===== config.mk =====
export PLATFORM = sky130hd
export DESIGN_NAME = address_sequencer
export DESIGN_NICKNAME = d
export VERILOG_FILES = /design/src/rtl/address_sequencer_pkg.sv /design/src/rtl/address_sequencer.sv
export SDC_FILE = /design/constraint.sdc
export NUM_CORES = 1
export LEC_CHECK = 0
export CAP_MARGIN = 20
export CORE_UTILIZATION = 40
export CTS_BUF_LIST = sky130_fd_sc_hd__clkbuf_8 sky130_fd_sc_hd__clkbuf_16
export CTS_CLUSTER_DIAMETER = 150
export CTS_CLUSTER_SIZE = 28
export DETAILED_ROUTE_END_ITERATION = 6
export PLACE_DENSITY = 0.82
export SYNTH_ARGS = -nofsm -noshare
export SYNTH_HDL_FRONTEND = slang
export SYNTH_SLANG_ARGS = --single-unit

===== constraint.sdc =====
create_clock -name clk -period 2.5 [get_ports clk]
set_clock_uncertainty 0.05 [all_clocks]
set_input_delay 0.375 -clock clk [delete_from_list [all_inputs] [get_ports clk]]
set_output_delay 0.375 -clock clk [all_outputs]
set_load 0.02 [all_outputs]

===== src/rtl/address_sequencer_pkg.sv =====
`default_nettype none
// ============================================================================
// Module  : address_sequencer_pkg
// Purpose : Shared definitions for the address sequencer: FSM state encoding
//           and the default address width.
// Ports   : none (package)
// Revision: 1.0 - initial release
// ============================================================================
package address_sequencer_pkg;

   localparam int ADDR_W_DEF = 8;

   typedef enum logic [1:0] {
      ST_IDLE  = 2'd0,
      ST_RUN   = 2'd1,
      ST_PAUSE = 2'd2,
      ST_DONE  = 2'd3
   } seq_state_e;

endpackage : address_sequencer_pkg
`default_nettype wire


===== src/rtl/address_sequencer.sv =====
`default_nettype none
// ============================================================================
// Module  : address_sequencer
// Purpose : Produces the next-address value for a downstream address
//           register. Walks from a latched start address to a latched end
//           address (wrapping modulo 2^ADDR_W), one step per step_tick_i,
//           with pause, forced jump and end-of-sequence done pulse.
// Config  : ADDR_SEQ_LOOP_EN defined   -> the end step reloads the start
//                                         address and keeps running.
//           ADDR_SEQ_LOOP_EN undefined -> the end step holds and goes to DONE.
// Ports   : clk           system clock, rising edge
//           reset         asynchronous active-high reset
//           start_i       one-cycle sequence start request
//           pause_i       level, holds the address while high
//           step_tick_i   advance enable, one step per high cycle
//           start_addr_i  first address (sampled on accepted start)
//           end_addr_i    last address  (sampled on accepted start)
//           jump_en_i     one-cycle forced load request
//           jump_addr_i   forced load target
//           cur_addr_i    current address fed back from downstream register
//           next_value_o  next address, combinational
//           busy_o        high in RUN or PAUSE
//           done_o        one-cycle pulse when the end address is stepped past
// Revision: 1.0 - initial release
// ============================================================================
module address_sequencer
   import address_sequencer_pkg::*;
#(
   parameter int ADDR_W = ADDR_W_DEF
) (
   input  logic              clk,
   input  logic              reset,
   input  logic              start_i,
   input  logic              pause_i,
   input  logic              step_tick_i,
   input  logic [ADDR_W-1:0] start_addr_i,
   input  logic [ADDR_W-1:0] end_addr_i,
   input  logic              jump_en_i,
   input  logic [ADDR_W-1:0] jump_addr_i,
   input  logic [ADDR_W-1:0] cur_addr_i,
   output logic [ADDR_W-1:0] next_value_o,
   output logic              busy_o,
   output logic              done_o
);

   seq_state_e        state_q, state_d;
   logic [ADDR_W-1:0] start_addr_q, start_addr_d;
   logic [ADDR_W-1:0] end_addr_q, end_addr_d;
   logic [ADDR_W-1:0] w_incr;
   logic              w_at_end;

   // Natural overflow of the adder gives the modulo-2^ADDR_W wrap.
   assign w_incr   = cur_addr_i + {{(ADDR_W-1){1'b0}}, 1'b1};
   assign w_at_end = (cur_addr_i == end_addr_q);

   always_ff @(posedge clk or posedge reset) begin
      if (reset) begin
         state_q      <= ST_IDLE;
         start_addr_q <= '0;
         end_addr_q   <= '0;
      end else begin
         state_q      <= state_d;
         start_addr_q <= start_addr_d;
         end_addr_q   <= end_addr_d;
      end
   end

   always_comb begin
      state_d      = state_q;
      start_addr_d = start_addr_q;
      end_addr_d   = end_addr_q;
      next_value_o = cur_addr_i;
      done_o       = 1'b0;

      case (state_q)
         ST_IDLE, ST_DONE: begin
            if (start_i) begin
               start_addr_d = start_addr_i;
               end_addr_d   = end_addr_i;
               next_value_o = start_addr_i;
               state_d      = ST_RUN;
            end else if (state_q == ST_DONE) begin
               state_d = ST_IDLE;
            end
         end
         ST_RUN: begin
            // Jump beats pause beats step; a jump leaves the state alone.
            if (jump_en_i) begin
               next_value_o = jump_addr_i;
            end else if (pause_i) begin
               state_d = ST_PAUSE;
            end else if (step_tick_i) begin
               if (!w_at_end) begin
                  next_value_o = w_incr;
               end else begin
                  done_o = 1'b1;
`ifdef ADDR_SEQ_LOOP_EN
                  next_value_o = start_addr_q;
`else
                  state_d = ST_DONE;
`endif
               end
            end
         end
         ST_PAUSE: begin
            if (jump_en_i) begin
               next_value_o = jump_addr_i;
            end
            // The return cycle never steps; stepping resumes next cycle.
            if (!pause_i) begin
               state_d = ST_RUN;
            end
         end
         default: begin
            state_d = ST_IDLE;
         end
      endcase

      // While reset is asserted the downstream register must simply hold,
      // even if start is presented in the (forced) IDLE state.
      if (reset) begin
         next_value_o = cur_addr_i;
         done_o       = 1'b0;
      end
   end

   assign busy_o = !reset && ((state_q == ST_RUN) || (state_q == ST_PAUSE));

`ifndef ADDR_SEQ_LOOP_EN
   // The latched start address only matters when looping is enabled.
   logic w_unused_start;
   assign w_unused_start = ^start_addr_q;
`endif

endmodule : address_sequencer
`default_nettype wire


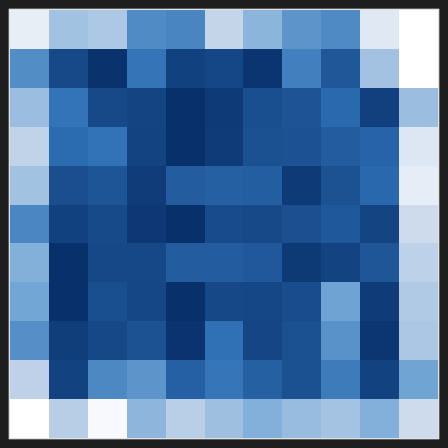
Figure 1: placement density heat map.
The die is cut into 11 by 11 equal tiles; white is low, dark blue is high, 0 to 100% covered.
fullest tile: 100%
emptiest ninth of the die: upper right
nearly empty tiles: 2.5%
mean over tiles: 69%
densest ninth of the die: centre
core area: 2760 sq um
fp_density: 42.3%

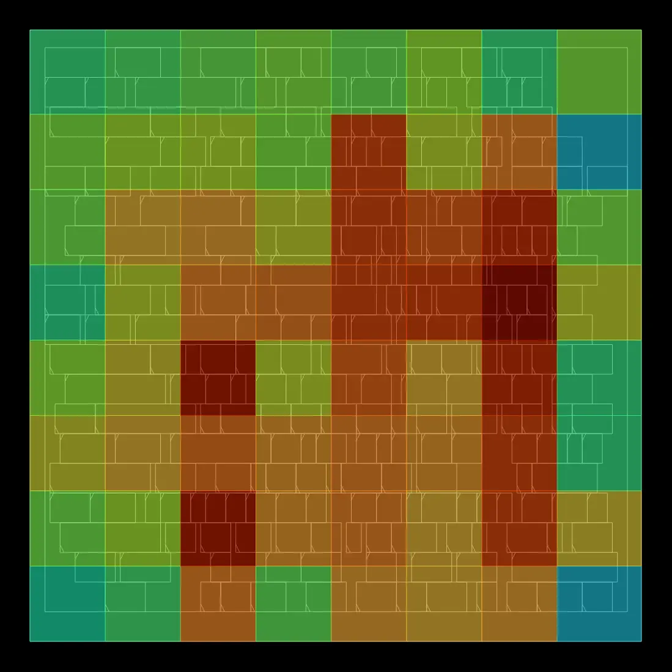
Figure 2: routing congestion.
final core utilization: 80.2%
gr busiest metal: met2
met1 usage: 34.1%
WL/cell: 17.2 microns
M3 GR Usage: 3.72%

==> impl_metrics.py <==
# Synthesis and PnR figures
metrics = {
    "outcome": {
        "status": "finished, violations left",
        "violations": "setup timing",
    },
    "clock_network": {
        "cts_resized": 71,
        "clk_latency_ps": 230,
        "root_buffer": "clkbuf_8",
        "tritoncts_num_sinks": 10,
        "post_cts_buffers": 3,
        "clk_pin_slew_ps": 40,
        "clock_path_buffers": 2,
        "htreeDepth": 1,
        "cts_tree": "done",
        "holdBufCountCts": 0,
        "numCtsBuffers": 3,
    },
    "placed_design": {
        "place_congestion": 0.940,
        "dpl_cell_area_sq_um": 1980,
        "place_hpwl_microns": 3530,
        "place_inst": 260,
        "pre_cts_slack_ps": -655,
        "port_buffers": 47,
    },
    "floorplan": {
        "chipWidth_microns": 56.0,
        "rows": 19,
        "die_h_microns": 56.0,
        "tap-cell-count": 31,
        "num_io_pins": 48,
        "chipArea_sq_um": 3140,
    },
    "grt": {
        "antenna_found_initial": 0,
        "grt_first_pass_wirelength_microns": 7490,
        "grt_pass1_vias": 1683,
        "grtUsageTotal_pct": 29.8,
        "grt_max_degree": 12,
        "grt_overflow": 0,
    },
    "job": {
        "warning_count": 29,
        "maxCapViolCount": 0,
    },
    "layout": {
        "final_area_sq_um": 2210,
        "logic_area_sq_um": 1060,
        "buf_share_pct": 36.3,
        "mostFrequentLayoutCell": "buf_4",
        "clkbuf_count": 3,
        "comb_cells": 124,
        "synthToLayoutAreaGrowth_pct": 89.5,
        "buffers_excl_clock": 96,
        "final_cell_mix": "buf_4, clkdlybuf4s50_1, nand2_1, nor2_1, dfrtp_1",
        "clock_area_share_pct": 1.87,
        "antenna_cells": 0,
        "finalNetCount": 283,
        "instances_no_fill": 270,
        "ff_latch_area_sq_um": 250,
        "inv_count": 6,
        "seq_share_pct": 11.3,
        "fill_cells": 187,
        "dominant_cells": "logic gates",
        "drive_above_1_share_pct": 43.1,
        "flop-count": 10,
        "comb_share_pct": 47.8,
    },
    "timing": {
        "tightestPinTransition_ps": 359,
        "hold_violations": 0,
        "maxSlewViolCount": 0,
        "finalSetupTns_ps": -56.2,
        "grt_setup_unrepaired": "yes",
        "fin_crit_ps": 2560,
        "min_period_over_period_pct": 102,
        "setup_ws_ps": -56.2,
        "max_freq_ghz": 0.391,
        "finalSetupViolations": 1,
        "whs_ps": 473,
        "slew_headroom_pct": 75.8,
    },
    "yosys": {
        "netlist_instances": 147,
        "avgSynthCellArea_sq_um": 7.94,
        "syn_area_sq_um": 1170,
        "ff_type": "dfrtp_1",
        "ys_cells": 147,
        "floorplan.nets": 189,
        "ys_chip_area_sq_um": 1170,
        "synth_cell_types": 40,
        "yosysWarnings": 0,
        "ys.flops": 10,
        "synth-edff-count": 0,
        "async_reset_ff_share_pct": 100,
        "ys_seq_share_pct": 21.4,
    },
    "drt": {
        "top_layer_used": "met4",
        "via_per_inst": 5.90,
        "first_iter_violations": 124,
        "dr_wl_met3_microns": 320,
        "drcViolationCount": 0,
        "drtAntennaViolNets": 0,
        "drt-pass1-iter-count": 4,
        "wl_met1_microns": 1810,
        "wl_met2_microns": 2460,
    },
    "min_path": {
        "hold_path.class": "register to register",
        "hold_path_depth": 1,
        "min_to": "end_addr_q[5]",
        "min-delay-start": "end_addr_q[5]",
    },
    "worst_setup_path": {
        "slowest_delay_ps": 550,
        "worstSetupPathType": "register to primary output",
        "end_kind": "primary output",
        "cp_common_cell": "buf_6",
        "critPathArrivalTime_ps": 2130,
        "r2r_cells": 7,
        "cp_max_fo": 3,
        "crit_path_cell_trace": "xnor2_2 > nand4_1 > buf_4 > o21ai_4 > buf_6 > or4_4 > o311ai_4 > buf_6",
        "critPathCapture": "next_value_o[3]",
        "reg2reg_slack_ps": 600,
        "required_ps": 2080,
        "r2r_start": "end_addr_q[7]",
        "rr_endpoint": "state_q[0]",
        "startpoint": "end_addr_q[6]",
        "cp_slowest_cell": "or4_4",
        "critPathLaunchType": "register",
    },
    "power": {
        "maxPowerGroup": "combinational logic",
        "p_sw_share_pct": 42.6,
        "clockPowerShare_pct": 8.2,
        "power.internal_mw": 1.10,
        "p_leak_nw": 0.972,
        "powerClk_uw": 156,
        "powerSeq_uw": 327,
        "power_switching_uw": 815,
        "ir_drop_uv": 924,
        "p_comb_mw": 1.43,
        "p_total_mw": 1.91,
        "combinationalPowerShare_pct": 74.7,
        "share_seq_of_total_power_pct": 17.1,
        "power_density_nw_per_um2": 865,
    },
}
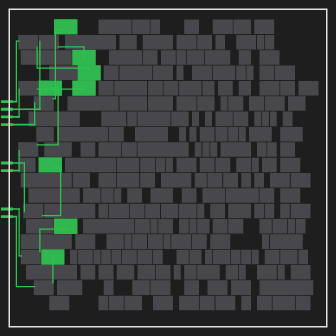
Figure 3: I/O nets highlighted.
legend:
  green:
    port: end_addr_i
    bits: 8
    direction: input
    edge: left
    end_cells: 8
    wire: 169 microns

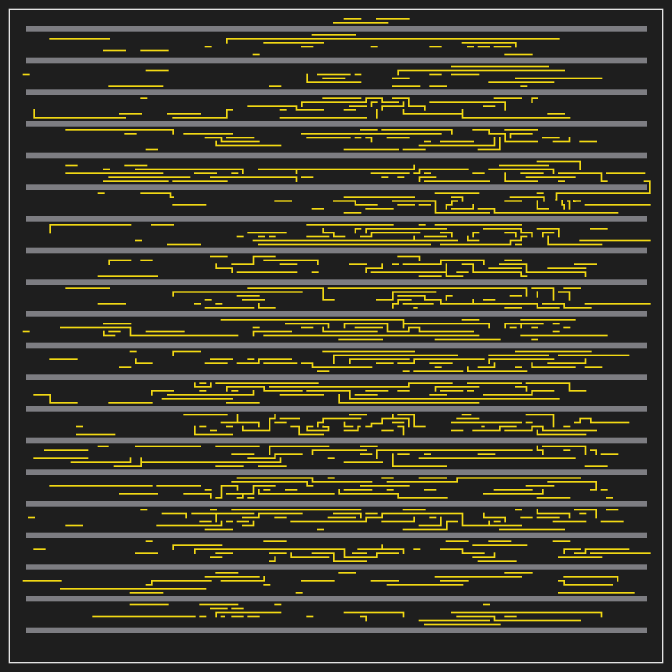
Figure 4: metal 1.
Supply wires on this layer in grey.
share of all routed wire: 39%
nets with wire on the layer: 258
main direction: horizontal
Vias: 1594
Post-Route WL: 4650 microns

## state kept, by name, summed over array words and instances (netlist names)
register	cells
end_addr_q	8
state_q	2
## critical path: cells and delay by family, from the launching register on
| family | cells | cell delay [ps] |
|---|---|---|
| and+or+nand+nor | 2 | 700 |
| buffers and inverters | 3 | 460 |
| DFF | 1 | 410 |
| AOI/OAI and AO/OA | 2 | 180 |
| xor gates and xnor gates | 1 | 170 |
## synthesized netlist by cell type (2+ instances only)
library cell | count | area, sq um
a21oi_1 | 6 | 30.0
a221oi_1 | 4 | 35.0
and4_4 | 2 | 22.5
clkbuf_1 | 6 | 22.5
dfrtp_1 | 10 | 250
ha_1 | 4 | 50.1
inv_1 | 6 | 22.5
mux2_2 | 10 | 113
mux2i_1 | 6 | 60.1
nand2_1 | 15 | 56.3
nand2b_1 | 3 | 18.8
nand3_1 | 4 | 20.0
nand4_1 | 5 | 31.3
nor2_1 | 14 | 52.6
nor3_1 | 3 | 15.0
nor4b_1 | 2 | 17.5
nor4bb_1 | 2 | 20.0
o21ai_0 | 11 | 55.1
o221ai_1 | 3 | 26.3
o31ai_1 | 3 | 22.5
or4_1 | 2 | 15.0
xnor2_1 | 8 | 70.1
## kinds of logic (layout without fill, tap and decap cells)
kind of cell | after synthesis | after routing | share of synthesized area [%]
adder cells (fa/ha/maj) | 4 | 4 | 4.29
buffers and inverters | 13 | 105 | 4.29
multiplexers | 16 | 16 | 14.8
AND-OR/OR-AND | 39 | 39 | 22.7
flip-flops | 10 | 10 | 21.4
AND/OR/NAND/NOR | 57 | 57 | 26.5
XOR/XNOR | 8 | 8 | 6.00
## per-layer routing
layer,vias to the layer above,GRT usage (%)
met5,-,0
met4,0,12.5
met3,8,3.72
met2,88,54.9
met1,754,34.1
li1,744,-
Power figures rest on the tool's default switching activity, not on a simulated workload.
